`src/rtl/ika2151_timinggen_p.sv`:
```
// ---------------------------------------------------------------------------
// ika2151_timinggen_p
//
// Parametrised timing generator for the IKA2151 family. It divides the phiM
// enable down to phi1 and produces phi1 edge enables. It also generates the
// synchronised master reset. It runs the operator slot counter with its
// per-slot decodes, and a frame counter.
//
// Ports:
//   i_EMUCLK          master clock (only clock)
//   i_IC_n            synchronous active-low reset
//   i_phiM_PCEN_n     phiM enable, active-low, one i_EMUCLK wide
//   o_MRST_n          synchronised master reset to the other blocks
//   o_phi1            phi1 level
//   o_phi1_PCEN_n     low on the cycle before phi1 rises
//   o_phi1_NCEN_n     low on the cycle before phi1 falls
//   o_SH1 / o_SH2     DAC sample-and-hold strobes
//   o_SLOT            current slot index
//   o_CH / o_OP       slot mod CH / slot div CH
//   o_CYCLE_*         fixed per-slot decodes
//   o_FRAME           frames completed since o_MRST_n release
// ---------------------------------------------------------------------------
module ika2151_timinggen_p #(
  parameter int PHI_DIV   = 2,
  parameter int SLOTS     = 32,
  parameter int CH        = 8,
  parameter int RST_HOLD  = 4,
  parameter int SH1_START = 0,
  parameter int SH2_START = 16,
  parameter int SH_LEN    = 8,
  parameter int FRAME_W   = 8,
  localparam int SW       = $clog2(SLOTS),
  localparam int CHW      = $clog2(CH)
) (
  input  logic               i_EMUCLK,
  input  logic               i_IC_n,
  input  logic               i_phiM_PCEN_n,
  output logic               o_MRST_n,
  output logic               o_phi1,
  output logic               o_phi1_PCEN_n,
  output logic               o_phi1_NCEN_n,
  output logic               o_SH1,
  output logic               o_SH2,
  output logic [SW-1:0]      o_SLOT,
  output logic [CHW-1:0]     o_CH,
  output logic [SW-CHW-1:0]  o_OP,
  output logic               o_CYCLE_31,
  output logic               o_CYCLE_00_16,
  output logic               o_CYCLE_01_TO_16,
  output logic               o_CYCLE_12_28,
  output logic               o_CYCLE_05_21,
  output logic               o_CYCLE_BYTE,
  output logic [FRAME_W-1:0] o_FRAME
);

  localparam int HALF = PHI_DIV / 2;
  localparam int DW   = (HALF > 1) ? $clog2(HALF) : 1;
  localparam int HW   = $clog2(RST_HOLD + 1);

  localparam logic [DW-1:0] DIV_LAST  = DW'(HALF - 1);
  localparam logic [HW-1:0] HOLD_LAST = HW'(RST_HOLD - 1);
  localparam logic [SW-1:0] SLOT_LAST = SW'(SLOTS - 1);
  localparam logic [SW-1:0] SH1_OFS   = SW'(SH1_START);
  localparam logic [SW-1:0] SH2_OFS   = SW'(SH2_START);
  // One extra bit so SH_LEN == SLOTS (always-on window) stays representable.
  localparam logic [SW:0]   SH_LEN_W  = (SW + 1)'(SH_LEN);
  localparam logic [SW:0]   SLOT_16   = (SW + 1)'(16);

  logic [DW-1:0]      div_q,   div_d;
  logic               phi1_q,  phi1_d;
  logic               mrst_q,  mrst_d;
  logic [HW-1:0]      hold_q,  hold_d;
  logic [SW-1:0]      slot_q,  slot_d;
  logic [FRAME_W-1:0] frame_q, frame_d;

  logic phim_en, div_tc, tog_en, pcen;
  logic [SW-1:0] sh1_rel, sh2_rel;

  always_comb begin
    phim_en = ~i_phiM_PCEN_n;
    div_tc  = (div_q == DIV_LAST);
    tog_en  = phim_en & div_tc;
    pcen    = tog_en & ~phi1_q;

    div_d   = div_q;
    if (phim_en) div_d = div_tc ? '0 : div_q + DW'(1);
    phi1_d  = phi1_q ^ tog_en;

    hold_d  = hold_q;
    mrst_d  = mrst_q;
    slot_d  = slot_q;
    frame_d = frame_q;
    if (pcen) begin
      if (!mrst_q) begin
        // Release lands on the RST_HOLD-th phi1 rising edge; slot stays 0
        // on that edge so slot 0 gets a full phi1 period afterwards.
        if (hold_q == HOLD_LAST) mrst_d = 1'b1;
        else                     hold_d = hold_q + HW'(1);
      end else begin
        slot_d = slot_q + SW'(1);  // SLOTS is a power of two: wraps itself
        if (slot_q == SLOT_LAST) frame_d = frame_q + FRAME_W'(1);
      end
    end
  end

  always_ff @(posedge i_EMUCLK) begin
    if (!i_IC_n) begin
      div_q   <= '0;
      phi1_q  <= 1'b0;
      mrst_q  <= 1'b0;
      hold_q  <= '0;
      slot_q  <= '0;
      frame_q <= '0;
    end else begin
      div_q   <= div_d;
      phi1_q  <= phi1_d;
      mrst_q  <= mrst_d;
      hold_q  <= hold_d;
      slot_q  <= slot_d;
      frame_q <= frame_d;
    end
  end

  // Window test as a modular distance from the window start, so windows
  // that run past SLOTS-1 need no special casing.
  always_comb begin
    sh1_rel = slot_q - SH1_OFS;
    sh2_rel = slot_q - SH2_OFS;
  end

  assign o_MRST_n         = mrst_q;
  assign o_phi1           = phi1_q;
  assign o_phi1_PCEN_n    = ~(tog_en & ~phi1_q);
  assign o_phi1_NCEN_n    = ~(tog_en & phi1_q);
  assign o_SH1            = ({1'b0, sh1_rel} < SH_LEN_W);
  assign o_SH2            = ({1'b0, sh2_rel} < SH_LEN_W);
  assign o_SLOT           = slot_q;
  assign o_CH             = slot_q[CHW-1:0];
  assign o_OP             = slot_q[SW-1:CHW];
  assign o_CYCLE_31       = (slot_q == SLOT_LAST);
  assign o_CYCLE_00_16    = (slot_q[3:0] == 4'd0);
  assign o_CYCLE_01_TO_16 = (slot_q != '0) && ({1'b0, slot_q} <= SLOT_16);
  assign o_CYCLE_12_28    = (slot_q[3:0] == 4'd12);
  assign o_CYCLE_05_21    = (slot_q[3:0] == 4'd5);
  assign o_CYCLE_BYTE     = (slot_q[2:0] == 3'd7);
  assign o_FRAME          = frame_q;

endmodule

```
`config.mk`:
```
export PLATFORM = sky130hd
export DESIGN_NAME = ika2151_timinggen_p
export DESIGN_NICKNAME = d
export VERILOG_FILES = /design/src/rtl/ika2151_timinggen_p.sv
export SDC_FILE = /design/constraint.sdc
export NUM_CORES = 1
export LEC_CHECK = 0
export CAP_MARGIN = 20
export CORE_MARGIN = 1
export CORE_UTILIZATION = 44
export DETAILED_ROUTE_END_ITERATION = 6
export PLACE_DENSITY = 0.82
export SYNTH_ARGS = -nofsm -noshare
export SYNTH_HDL_FRONTEND = slang
export SYNTH_SLANG_ARGS = --single-unit
```
`constraint.sdc`:
```
create_clock -name i_EMUCLK -period 2.2 [get_ports i_EMUCLK]
set_clock_uncertainty 0.15 [all_clocks]
set_input_delay 0.44 -clock i_EMUCLK [delete_from_list [all_inputs] [get_ports i_EMUCLK]]
set_output_delay 0.44 -clock i_EMUCLK [all_outputs]
set_load 0.05 [all_outputs]
```
### Clock wires, drivers and flops, run 1

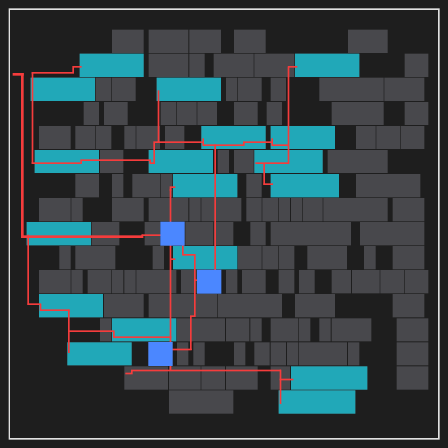
legend:
  blue:
    item: clock drivers
    count: 3
  cyan:
    item: flip-flops
    count: 18
  red:
    item: clock wires
    length: 221 um
routed clock nets: 4

### Signal metal coverage by tile, run 1

10 x 10 tiles, from dark blue (low) to red (high), scaled to the fullest tile. Values are wire area over tile area, all layers added.
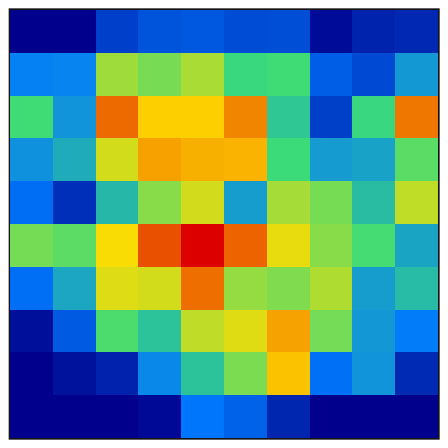
mean over tiles: 0.13
densest ninth of the die: middle
fullest tile: 0.31
tiles over half the peak: 42%
nearly empty tiles: 10%
emptiest ninth of the die: bottom left

==> notes.md, run 1 <==
impl run done, here's what came out: via count roughly 850, clk root buf clkbuf_4, Placed Cells 163, synth warn 0, Psw between 150 and 200 uW, hold path depth 2, Worst-Margin Slew 0.5152 ns, layout cells sized above 1 25.00%, CP Buf/Inv Count 5, Min Hold Slack 0.3413 ns, mi-comb count roughly 72, Gate power share between 10% and 20%, Total GRT Usage 17.29%, post-CTS setup buffer count 0, most frequent cells in the layout 14 x dfxtp_1, 13 x clkdlybuf4s50_1, 13 x buf_4, 10 x nor2_1, 10 x a21oi_1, worst r2r src o_SLOT[0], status complete, no violations, Non-CTS buffers 38, Slew HR 65.60%, GR Overflow Total 0, Flops 18, Final Max Tran Viols 0, CP Launch Type input port, power in the clock group 204 uW, Synth top area share a little under two fifths, CP Max Fanout 7, RSZ-0062 raised after global routing no, post-route cell area 1428 um^2, delay-heaviest family, CP buffers and inverters, Die ar. 2345 um^2, GRT busiest layer met2, Crit Path Category input port to output pin, DRC 0, # H-tree levels 1, CTS tree yes, Area after DPL 1369 um^2, I/O pin cnt 33
### Where the registers sit, run 1

The bar under the picture is 10 um long. Other sequential cells in the stronger gray, the rest of the logic in the fainter gray.
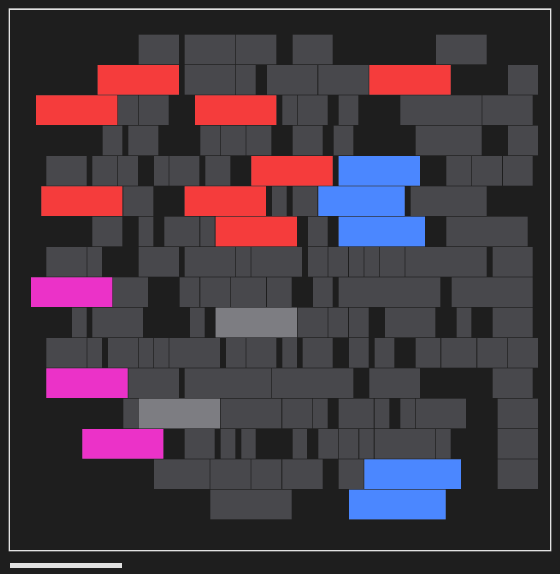
legend:
  red:
    signal: o_FRAME
    flops: 8
  magenta:
    signal: hold_q
    flops: 3
  blue:
    signal: o_SLOT
    flops: 5

### Cell placement, run 1

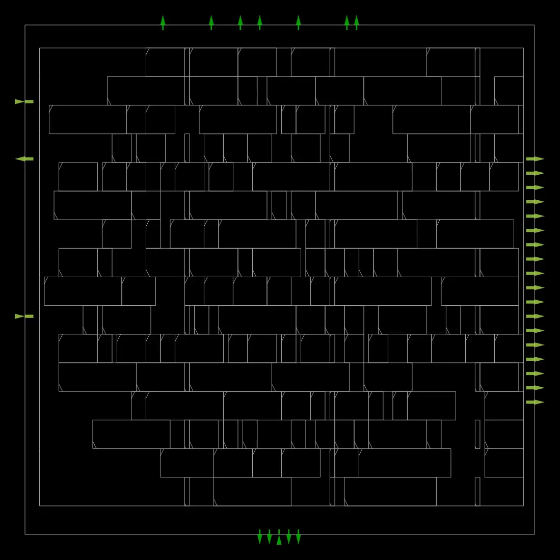
Seq/total area: 25.94%
tap cell count: 27

==> run 1: worst max-delay path by stage <==
| stage | startpoint | to | slack (ns) | depth (start not counted) |
|---|---|---|---|---|
| 3_3_place_gp | i_phiM_PCEN_n | o_FRAME[7] | 0.04 | 6 |
| 4_1_cts | i_phiM_PCEN_n | o_phi1_PCEN_n | 0.01 | 6 |
| 6_report | i_phiM_PCEN_n | o_phi1_PCEN_n | 0.05 | 6 |
| 5_1_grt | o_SLOT[2] | o_SLOT[2] | 0.004 | 1 |
| 2_1_floorplan | o_SLOT[0] | o_FRAME[7] | 0.003 | 6 |
| 3_5_place_dp | i_phiM_PCEN_n | o_FRAME[6] | -0.002 | 6 |
### Cells by drive strength, run 1

The bar under the picture is 10 um long.
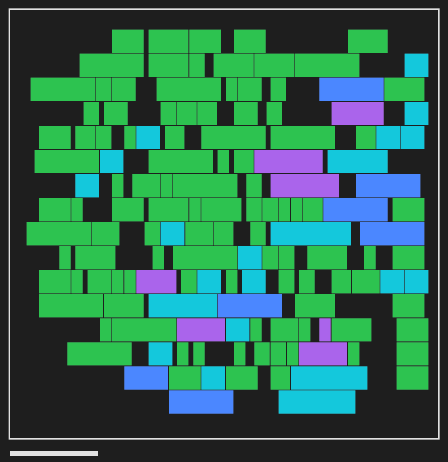

==> run 1 -> run 2 <==
--- a/config.mk
+++ b/config.mk
@@ -10,6 +10,8 @@
 export CORE_UTILIZATION = 44
 export DETAILED_ROUTE_END_ITERATION = 6
 export PLACE_DENSITY = 0.82
+export SETUP_SLACK_MARGIN = 0.4
+export SLEW_MARGIN = 10
 export SYNTH_ARGS = -nofsm -noshare
 export SYNTH_HDL_FRONTEND = slang
 export SYNTH_SLANG_ARGS = --single-unit
### Cells by drive strength, run 2

The bar under the picture is 10 um long.
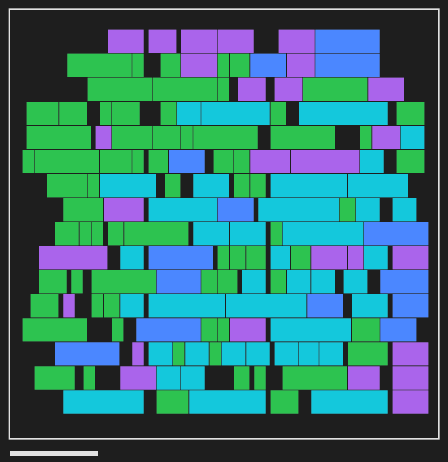
legend:
  green:
    size: _0 and _1 cells
    cells: 72
  purple:
    size: _2 cells
    cells: 27
  cyan:
    size: _3 and _4 cells
    cells: 40
  blue:
    size: _6 and larger
    cells: 14

==> run 2 against run 1 <==
Synthesized area unchanged. Non-clock buffer count up 13. Clock power up 3%. Cell count up 7.8%. Sequential share of layout area down 3.5 points. Power up 3.2%. Sequential power about the same. Global-route usage up 4.9 points. Synthesized cell count unchanged. Maximum frequency up 3.6%. Die size unchanged. Via count up 16%. Critical endpoint is now o_CYCLE_01_TO_16. Largest cell class unchanged. Highest routed layer unchanged.
==> notes.md, run 2 <==
impl run done, here's what came out: Gate power share 15.6% (+1.8 points), Psw 170.3 uW (+8.7%), Syn Nets roughly 120, Placed Cells 164 (+0.61%), status complete, no violations, Total GRT Usage 22.20% (+4.9 points), via count 979 (+16%), DRC 0 (unchanged), CP Buf/Inv Count 2 (-3), power in the clock group 211 uW (+3%), Die ar. 2345 um^2 (unchanged), Area after DPL 1428 um^2 (+4.3%), Die Width 48.43 um, # H-tree levels 1 (unchanged), Min Hold Slack 0.3660 ns (+0.02466 ns), I/O pin cnt 33 (unchanged), Final Max Tran Viols 0 (unchanged), clk root buf clkbuf_4, hpwl dp 1567 um, Worst-Margin Slew 0.4904 ns (-0.02476 ns), layout cells sized above 1 52.94% (+28 points), delay-heaviest family, CP flip-flops, RSZ-0062 raised after global routing yes, post-route cell area 1682 um^2 (+18%), GR Overflow Total 0 (unchanged), met1 track demand over resource 24.51%, CP Launch Type flip-flop, Crit Path Category flip-flop to output pin, Post-Syn Area per Cell around 8.9 um^2, post-CTS setup buffer count 10 (+10), most frequent cells in the layout 17 x buf_4, 13 x clkdlybuf4s15_2, 12 x dfxtp_1, 10 x nor2_1, 7 x nand2_1
## run 2: layout make-up
class | count | area, um^2
clock buffers | 4 | 36.28
fillers | 107 | 320.3
inverters | 8 | 35.03
multi-input cells | 72 | 656.9
flip-flops and latches | 18 | 377.9
well taps | 27 | 33.78
repair buffers | 51 | 541.8
## run 2: final timing paths
kind | startpoint | to | slack (ns) | cells past startpoint
hold reg to reg | hold_q[2] | hold_q[2] | 0.37 | 2
setup reg to reg | o_SLOT[1] | o_FRAME[5] | 0.23 | 8
setup / recovery | o_SLOT[1] | o_CYCLE_01_TO_16 | 0.12 | 5
hold / removal | hold_q[2] | hold_q[2] | 0.37 | 2
==> run 2 -> run 3 <==
--- a/config.mk
+++ b/config.mk
@@ -11,7 +11,6 @@
 export DETAILED_ROUTE_END_ITERATION = 6
 export PLACE_DENSITY = 0.82
 export SETUP_SLACK_MARGIN = 0.4
-export SLEW_MARGIN = 10
 export SYNTH_ARGS = -nofsm -noshare
 export SYNTH_HDL_FRONTEND = slang
 export SYNTH_SLANG_ARGS = --single-unit
### Signal metal coverage by tile, run 3

10 x 10 tiles, from dark blue (low) to red (high), scaled to the fullest tile. Values are wire area over tile area, all layers added.
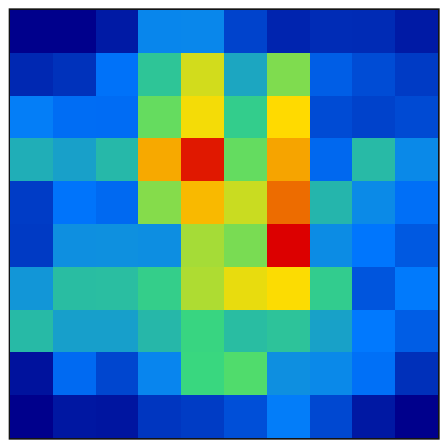
nearly empty tiles: 4.0%
fullest tile: 0.58
mean over tiles: 0.19
tiles over half the peak: 20%
densest ninth of the die: middle

==> run 3 against run 2 <==
Combinational power about the same. Clock power about the same. Non-clock buffer count unchanged. Sequential share of layout area unchanged. Synthesized area unchanged. Critical path type unchanged. Synthesized cell count unchanged. Flip-flop count unchanged.
==> notes.md, run 3 <==
impl run done, here's what came out: gpl congestion 0.7666, HP Start hold_q[2], area delta synth->final 77.31%, Setup crit end o_CYCLE_01_TO_16, CP Buf/Inv Count 2 (unchanged), DRC 0 (unchanged), Syn Nets 119 (unchanged), CP Launch Type flip-flop, min cycle time layout 2.076 ns, Die ar. 2345 um^2 (unchanged), Crit Path Category flip-flop to output pin, Total GRT Usage 22.20% (unchanged), Inserted Clock Buffers 3, clk root buf clkbuf_4, hold path depth 2 (unchanged), # H-tree levels 1 (unchanged), layout cells sized above 1 52.94% (unchanged), Critical Path Start o_SLOT[1], hpwl dp 1567 um (unchanged), worst r2r src o_SLOT[1], WHS Endpoint hold_q[2], Placed Cells 164 (unchanged), Rows 16, critical path depth 5 (unchanged), comb. cell area 656.9 um^2 (unchanged), met1 track demand over resource 24.51% (unchanged), post-route cell area 1682 um^2 (unchanged), Die Width 48.43 um (unchanged), DR pass1 iterations 4, Hold Violations, Final 0, via count 979 (unchanged), RR Endpoint o_FRAME[5], delay-heaviest family, CP flip-flops, Area after DPL 1428 um^2 (unchanged), I/O pin cnt 33 (unchanged), number of enable flip-flop cells 0, status complete, no violations, Reg2Reg Depth 8 (unchanged), Worst-Margin Slew 0.4904 ns (unchanged), Final Max Tran Viols 0 (unchanged), post-route insts no fill 180, most frequent cells in the layout 17 x buf_4, 13 x clkdlybuf4s15_2, 12 x dfxtp_1, 10 x nor2_1, 7 x nand2_1, Filler cells 107 (unchanged), most frequent logic cell in the layout buf_4, Post-Syn Area per Cell 8.947 um^2 (unchanged), RSZ-0062 raised after global routing yes, Min Hold Slack 0.3660 ns (unchanged)
-- run 3: cell counts after synthesis --
Identical to the previous run, type by type.
-- run 3: repair_timing --
item	4_1_cts	5_1_grt
pin swaps	3	5
setup buffers	10	2
gates resized	61	18
endpoints found under the setup margin	35	16
-- run 3: logic make-up after synthesis --
kind of cell,after synthesis
buf+inv,16
mux,2
xor+xnor,5
fa+ha+maj,10
simple gates,38
compound gates,17
flops,18
-- run 3: layout make-up --
cell class              instances  share of cell area [%]
multi-input cells              72                   39.06
repair buffers                 51                   32.22
flip-flops and latches         18                   22.47
clock buffers                   4                   2.158
inverters                       8                   2.083
well taps                      27                   2.009
-- run 3: power by group --
group | switching (uW) | total (uW) | internal (uW)
Combinational | 53.6 | 101 | 47.8
Sequential | 6.55 | 336 | 330
Clock | 110 | 211 | 101
Power figures rest on the tool's default switching activity, not on a simulated workload.
